**PDN straps and rails**

Bar = 20 um. Pins as bars on the die edge. Tap cells in grey.
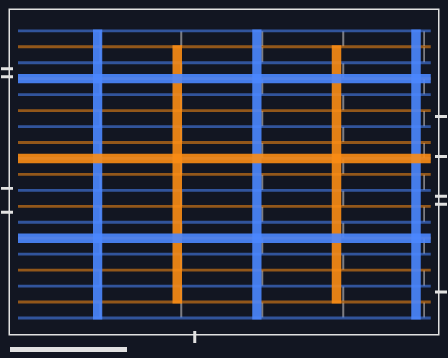
**Placement by cell class**

Bar = 20 um.
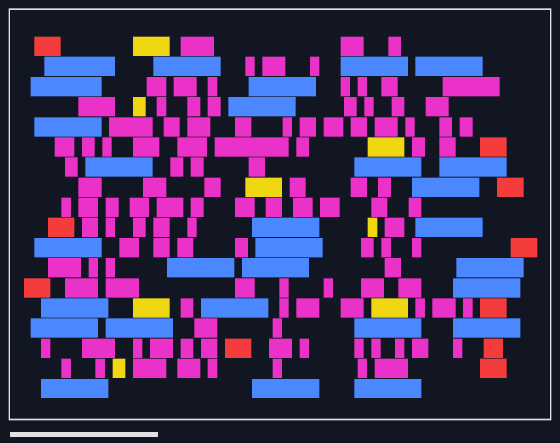
**Routed clock nets over the placement**

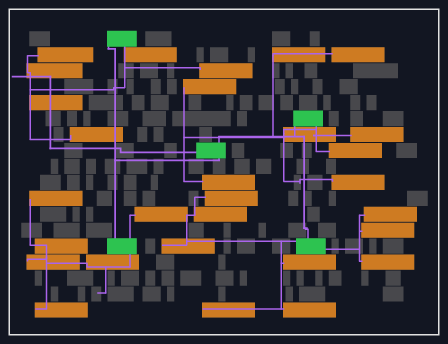
--- src/rtl/i2c_scl_gen_if.sv ---
// Signal bundle between the I2C transaction FSM / SCL pad side and the SCL generator.
interface i2c_scl_gen_if;
  logic ena;
  logic scl_in;
  logic scl_oe;
  logic data_clk;
  logic switch_range;
  logic bit_tick;
  logic stretching;
  logic timeout;

  modport master (
    output ena, scl_in,
    input  scl_oe, data_clk, switch_range, bit_tick, stretching, timeout
  );

  modport slave (
    input  ena, scl_in,
    output scl_oe, data_clk, switch_range, bit_tick, stretching, timeout
  );
endinterface

--- src/rtl/i2c_scl_gen.sv ---
// Quarter-period SCL generator with slave clock-stretch hold, stretch timeout and bit strobes.
// All outputs are registered and decoded from the next-state counter.
module i2c_scl_gen #(
  parameter int DIVIDER         = 250,
  parameter int CBITS           = 10,
  parameter int STRETCH_TIMEOUT = 1023,
  parameter int TBITS           = 10
) (
  input  logic         clk,
  input  logic         rst_n,
  i2c_scl_gen_if.slave bus
);

  localparam logic [CBITS-1:0] Q1_START  = CBITS'(DIVIDER);
  localparam logic [CBITS-1:0] Q2_START  = CBITS'(2 * DIVIDER);
  localparam logic [CBITS-1:0] Q3_START  = CBITS'(3 * DIVIDER);
  localparam logic [CBITS-1:0] CNT_LAST  = CBITS'(4 * DIVIDER - 1);
  // SCL is released at Q2_START; output flop, pad and synchroniser need 3 cycles to show it high.
  localparam logic [CBITS-1:0] CHECK_PT  = CBITS'(2 * DIVIDER + 3);
  localparam logic [TBITS-1:0] TCNT_LAST = TBITS'(STRETCH_TIMEOUT - 1);

  localparam logic [1:0] ST_IDLE = 2'd0;
  localparam logic [1:0] ST_RUN  = 2'd1;
  localparam logic [1:0] ST_HOLD = 2'd2;

  logic [1:0]       sync_q, sync_d;
  logic [1:0]       state_q, state_d;
  logic [CBITS-1:0] cnt_q, cnt_d;
  logic [TBITS-1:0] tcnt_q, tcnt_d;
  logic             timeout_q, timeout_d;
  logic             scl_oe_q, scl_oe_d;
  logic             data_clk_q, data_clk_d;
  logic             switch_range_q, switch_range_d;
  logic             bit_tick_q, bit_tick_d;

  logic scl_sync;
  logic slave_low;
  logic running_d;

  assign sync_d    = {sync_q[0], bus.scl_in};
  assign scl_sync  = sync_q[1];
  assign slave_low = (cnt_q == CHECK_PT) && !scl_sync;

  // NOTE: every always_comb output gets a default before any branch, so no path can infer a latch.
  always_comb begin
    state_d    = state_q;
    cnt_d      = cnt_q;
    tcnt_d     = '0;
    timeout_d  = timeout_q;
    bit_tick_d = 1'b0;

    if (!bus.ena) begin
      state_d   = ST_IDLE;
      cnt_d     = '0;
      timeout_d = 1'b0;
    end else begin
      case (state_q)
        ST_IDLE: begin
          // First enabled edge presents cnt=0 on the outputs; the first wrap is a full period away.
          state_d = ST_RUN;
          cnt_d   = '0;
        end
        ST_RUN, ST_HOLD: begin
          if (slave_low) begin
            if (tcnt_q == TCNT_LAST) begin
              timeout_d = 1'b1;
              cnt_d     = cnt_q + CBITS'(1);
              state_d   = ST_RUN;
            end else begin
              tcnt_d  = tcnt_q + TBITS'(1);
              state_d = ST_HOLD;
            end
          end else if (cnt_q == CNT_LAST) begin
            cnt_d      = '0;
            bit_tick_d = 1'b1;
            state_d    = ST_RUN;
          end else begin
            cnt_d   = cnt_q + CBITS'(1);
            state_d = ST_RUN;
          end
        end
        default: begin
          state_d = ST_IDLE;
          cnt_d   = '0;
        end
      endcase
    end
  end

  assign running_d = (state_d != ST_IDLE);

  always_comb begin
    scl_oe_d       = running_d && (cnt_d < Q2_START);
    data_clk_d     = running_d && (cnt_d >= Q1_START) && (cnt_d < Q3_START);
    switch_range_d = running_d && (cnt_d >= Q2_START) && (cnt_d < Q3_START);
  end

  // NOTE: sequential state uses non-blocking assignments so every flop samples pre-edge values.
  always_ff @(posedge clk or negedge rst_n) begin
    if (!rst_n) begin
      sync_q         <= 2'b11;
      state_q        <= ST_IDLE;
      cnt_q          <= '0;
      tcnt_q         <= '0;
      timeout_q      <= 1'b0;
      scl_oe_q       <= 1'b0;
      data_clk_q     <= 1'b0;
      switch_range_q <= 1'b0;
      bit_tick_q     <= 1'b0;
    end else begin
      sync_q         <= sync_d;
      state_q        <= state_d;
      cnt_q          <= cnt_d;
      tcnt_q         <= tcnt_d;
      timeout_q      <= timeout_d;
      scl_oe_q       <= scl_oe_d;
      data_clk_q     <= data_clk_d;
      switch_range_q <= switch_range_d;
      bit_tick_q     <= bit_tick_d;
    end
  end

  assign bus.scl_oe       = scl_oe_q;
  assign bus.data_clk     = data_clk_q;
  assign bus.switch_range = switch_range_q;
  assign bus.bit_tick     = bit_tick_q;
  assign bus.stretching   = (state_q == ST_HOLD);
  assign bus.timeout      = timeout_q;

endmodule

--- src/flat_wrapper.sv ---
// flat-port wrapper written by rule: the top's interface ports become plain ports
module i2c_scl_gen_flat 
#(
  parameter int DIVIDER         = 250,
  parameter int CBITS           = 10,
  parameter int STRETCH_TIMEOUT = 1023,
  parameter int TBITS           = 10
)
  (clk, rst_n, bus_ena, bus_scl_in, bus_scl_oe, bus_data_clk, bus_switch_range, bus_bit_tick, bus_stretching, bus_timeout);
  i2c_scl_gen_if bus_i ();
  input  logic clk;
  input  logic rst_n;
  input wire logic [$bits(bus_i.ena)-1:0] bus_ena;
  input wire logic [$bits(bus_i.scl_in)-1:0] bus_scl_in;
  output wire logic [$bits(bus_i.scl_oe)-1:0] bus_scl_oe;
  output wire logic [$bits(bus_i.data_clk)-1:0] bus_data_clk;
  output wire logic [$bits(bus_i.switch_range)-1:0] bus_switch_range;
  output wire logic [$bits(bus_i.bit_tick)-1:0] bus_bit_tick;
  output wire logic [$bits(bus_i.stretching)-1:0] bus_stretching;
  output wire logic [$bits(bus_i.timeout)-1:0] bus_timeout;
  assign bus_i.ena = bus_ena;
  assign bus_i.scl_in = bus_scl_in;
  assign bus_scl_oe = bus_i.scl_oe;
  assign bus_data_clk = bus_i.data_clk;
  assign bus_switch_range = bus_i.switch_range;
  assign bus_bit_tick = bus_i.bit_tick;
  assign bus_stretching = bus_i.stretching;
  assign bus_timeout = bus_i.timeout;
  i2c_scl_gen #(.DIVIDER(DIVIDER), .CBITS(CBITS), .STRETCH_TIMEOUT(STRETCH_TIMEOUT), .TBITS(TBITS)) u_core (.clk(clk), .rst_n(rst_n), .bus(bus_i));
endmodule
--- config.mk ---
export PLATFORM = sky130hd
export DESIGN_NAME = i2c_scl_gen_flat
export DESIGN_NICKNAME = d
export VERILOG_FILES = /design/src/rtl/i2c_scl_gen_if.sv /design/src/rtl/i2c_scl_gen.sv /design/src/flat_wrapper.sv
export SDC_FILE = /design/constraint.sdc
export NUM_CORES = 1
export LEC_CHECK = 0
export CAP_MARGIN = 20
export CELL_PAD_IN_SITES_DETAIL_PLACEMENT = 1
export CELL_PAD_IN_SITES_GLOBAL_PLACEMENT = 2
export CORE_ASPECT_RATIO = 0.75
export CORE_UTILIZATION = 41
export CTS_CLUSTER_SIZE = 8
export DETAILED_ROUTE_END_ITERATION = 16
export PLACE_DENSITY_LB_ADDON = 0.1
export SYNTH_ARGS = -nofsm -noshare
export SYNTH_HDL_FRONTEND = slang
export SYNTH_SLANG_ARGS = --single-unit
--- constraint.sdc ---
create_clock -name clk -period 4.3 [get_ports clk]
set_input_delay 0.645 -clock clk [delete_from_list [all_inputs] [get_ports clk]]
set_output_delay 0.645 -clock clk [all_outputs]
set_load 0.03 [all_outputs]
==> flow_metrics.env <==
# implementation run metrics
export IMPL_maxCapViolCount=0
export IMPL_grt_pass1_vias=1109
export IMPL_route_met3_wl_um=141
export IMPL_post_cts_setup_buffers=0
export IMPL_fin_ws_ps=2030
export IMPL_fmax_mhz=440
export IMPL_ys_seq_share_pct=47.0
export IMPL_clkbuf_count=6
export IMPL_reg2reg_slack_ps=2030
export IMPL_drc_errors=0
export IMPL_num_fill_cells=400
export IMPL_routed_wl_met2_mm=1.32
export IMPL_r2r_worst_path_cells=6
export IMPL_status="finished clean"
export IMPL_clock_root_buffer="clkbuf_8"
export IMPL_cts_resized=0
export IMPL_required_ps=4530
export IMPL_post_synth_top_area_fraction_pct=43.6
export IMPL_hpwl_mm=2.45
export IMPL_min_delay_start="u_core.sync_q[0]"
export IMPL_area_dominant_class="logic gates"
export IMPL_largest_registers="u_core.cnt_q x10, u_core.tcnt_q x10"
export IMPL_drive_above_1_share_pct=13.3
export IMPL_clock_sinks=29
export IMPL_antenna_found_initial=0
export IMPL_routabilityCongestion=0.822
export IMPL_nNonClkBuffers=10
export IMPL_fin_nets=174
export IMPL_grt_use_met1_pct=30.8
export IMPL_cp_start_kind="register"
export IMPL_edf_count=0
export IMPL_vias=1152
export IMPL_drtAntennaViolNets=0
export IMPL_ir_drop_v=0.000192
export IMPL_p_per_area_nw_per_um2=298
export IMPL_comb_share_pct=43.6
export IMPL_ys_chip_area_sq_um=1550
export IMPL_grt_pass1_wl_mm=5.63
export IMPL_portBuffers=9
export IMPL_via_per_inst=5.36
export IMPL_internal_power_mw=0.399
export IMPL_initial_core_util_pct=45.0
export IMPL_dp_slack_ps=1820
export IMPL_hp_class="reg -> reg"
export IMPL_use_met2_pct=22.7
## Picture notes: 'PDN straps and rails'
| colour | net |
|---|---|
| orange | VDD |
| blue | VSS |
met5 straps: 3
met1 rails: 19
rows: 18
Die Width: 73.0 um
Core ar.: 3450 sq um

## Picture notes: 'placement by cell class'
| colour | class | cells | share of their area |
|---|---|---|---|
| yellow | clock drivers and dummy loads | 8 | 4.9% |
| blue | flops | 29 | 43% |
| magenta | all other logic | 118 | 46% |
| red | other buffers and delay cells | 10 | 5.7% |
post-route cell area: 1760 sq um
Seq/total area: 41.4%
# rows: 18
Core Util, Final: 51.1%

## Picture notes: 'routed clock nets over the placement'
[green] cells driving clock nets | count: 5
[purple] clock wires | length: 443 um
[orange] flip-flops | count: 29
flops lie: widely spread
clk ins delay skew pair: 290 ps
P_clk: 0.221 mW

==> critical path: cells and delay by family, from the launching register on <==
kind,cells,cell delay (ps)
simple gates,4,1370
flops,1,510
compound gates,2,330
==> cells by family after synthesis <==
logic type,share of synthesized area [%]
AND/OR/NAND/NOR,25.5
flip-flops,47.0
AND-OR/OR-AND,11.8
XOR/XNOR,7.35
buffers and inverters,3.47
adder cells (fa/ha/maj),4.85
==> power by group through the flow <==
stage	sequential, mW	clock, mW	combinational (mW)
2_1_floorplan	0.285	0	0.0110
3_5_place_dp	0.284	0	0.0265
6_report	0.279	0.221	0.0258
3_3_place_gp	0.284	0	0.0259
5_1_grt	0.279	0.236	0.0288
4_1_cts	0.279	0.226	0.0266
Power and IR drop assume default switching activity.
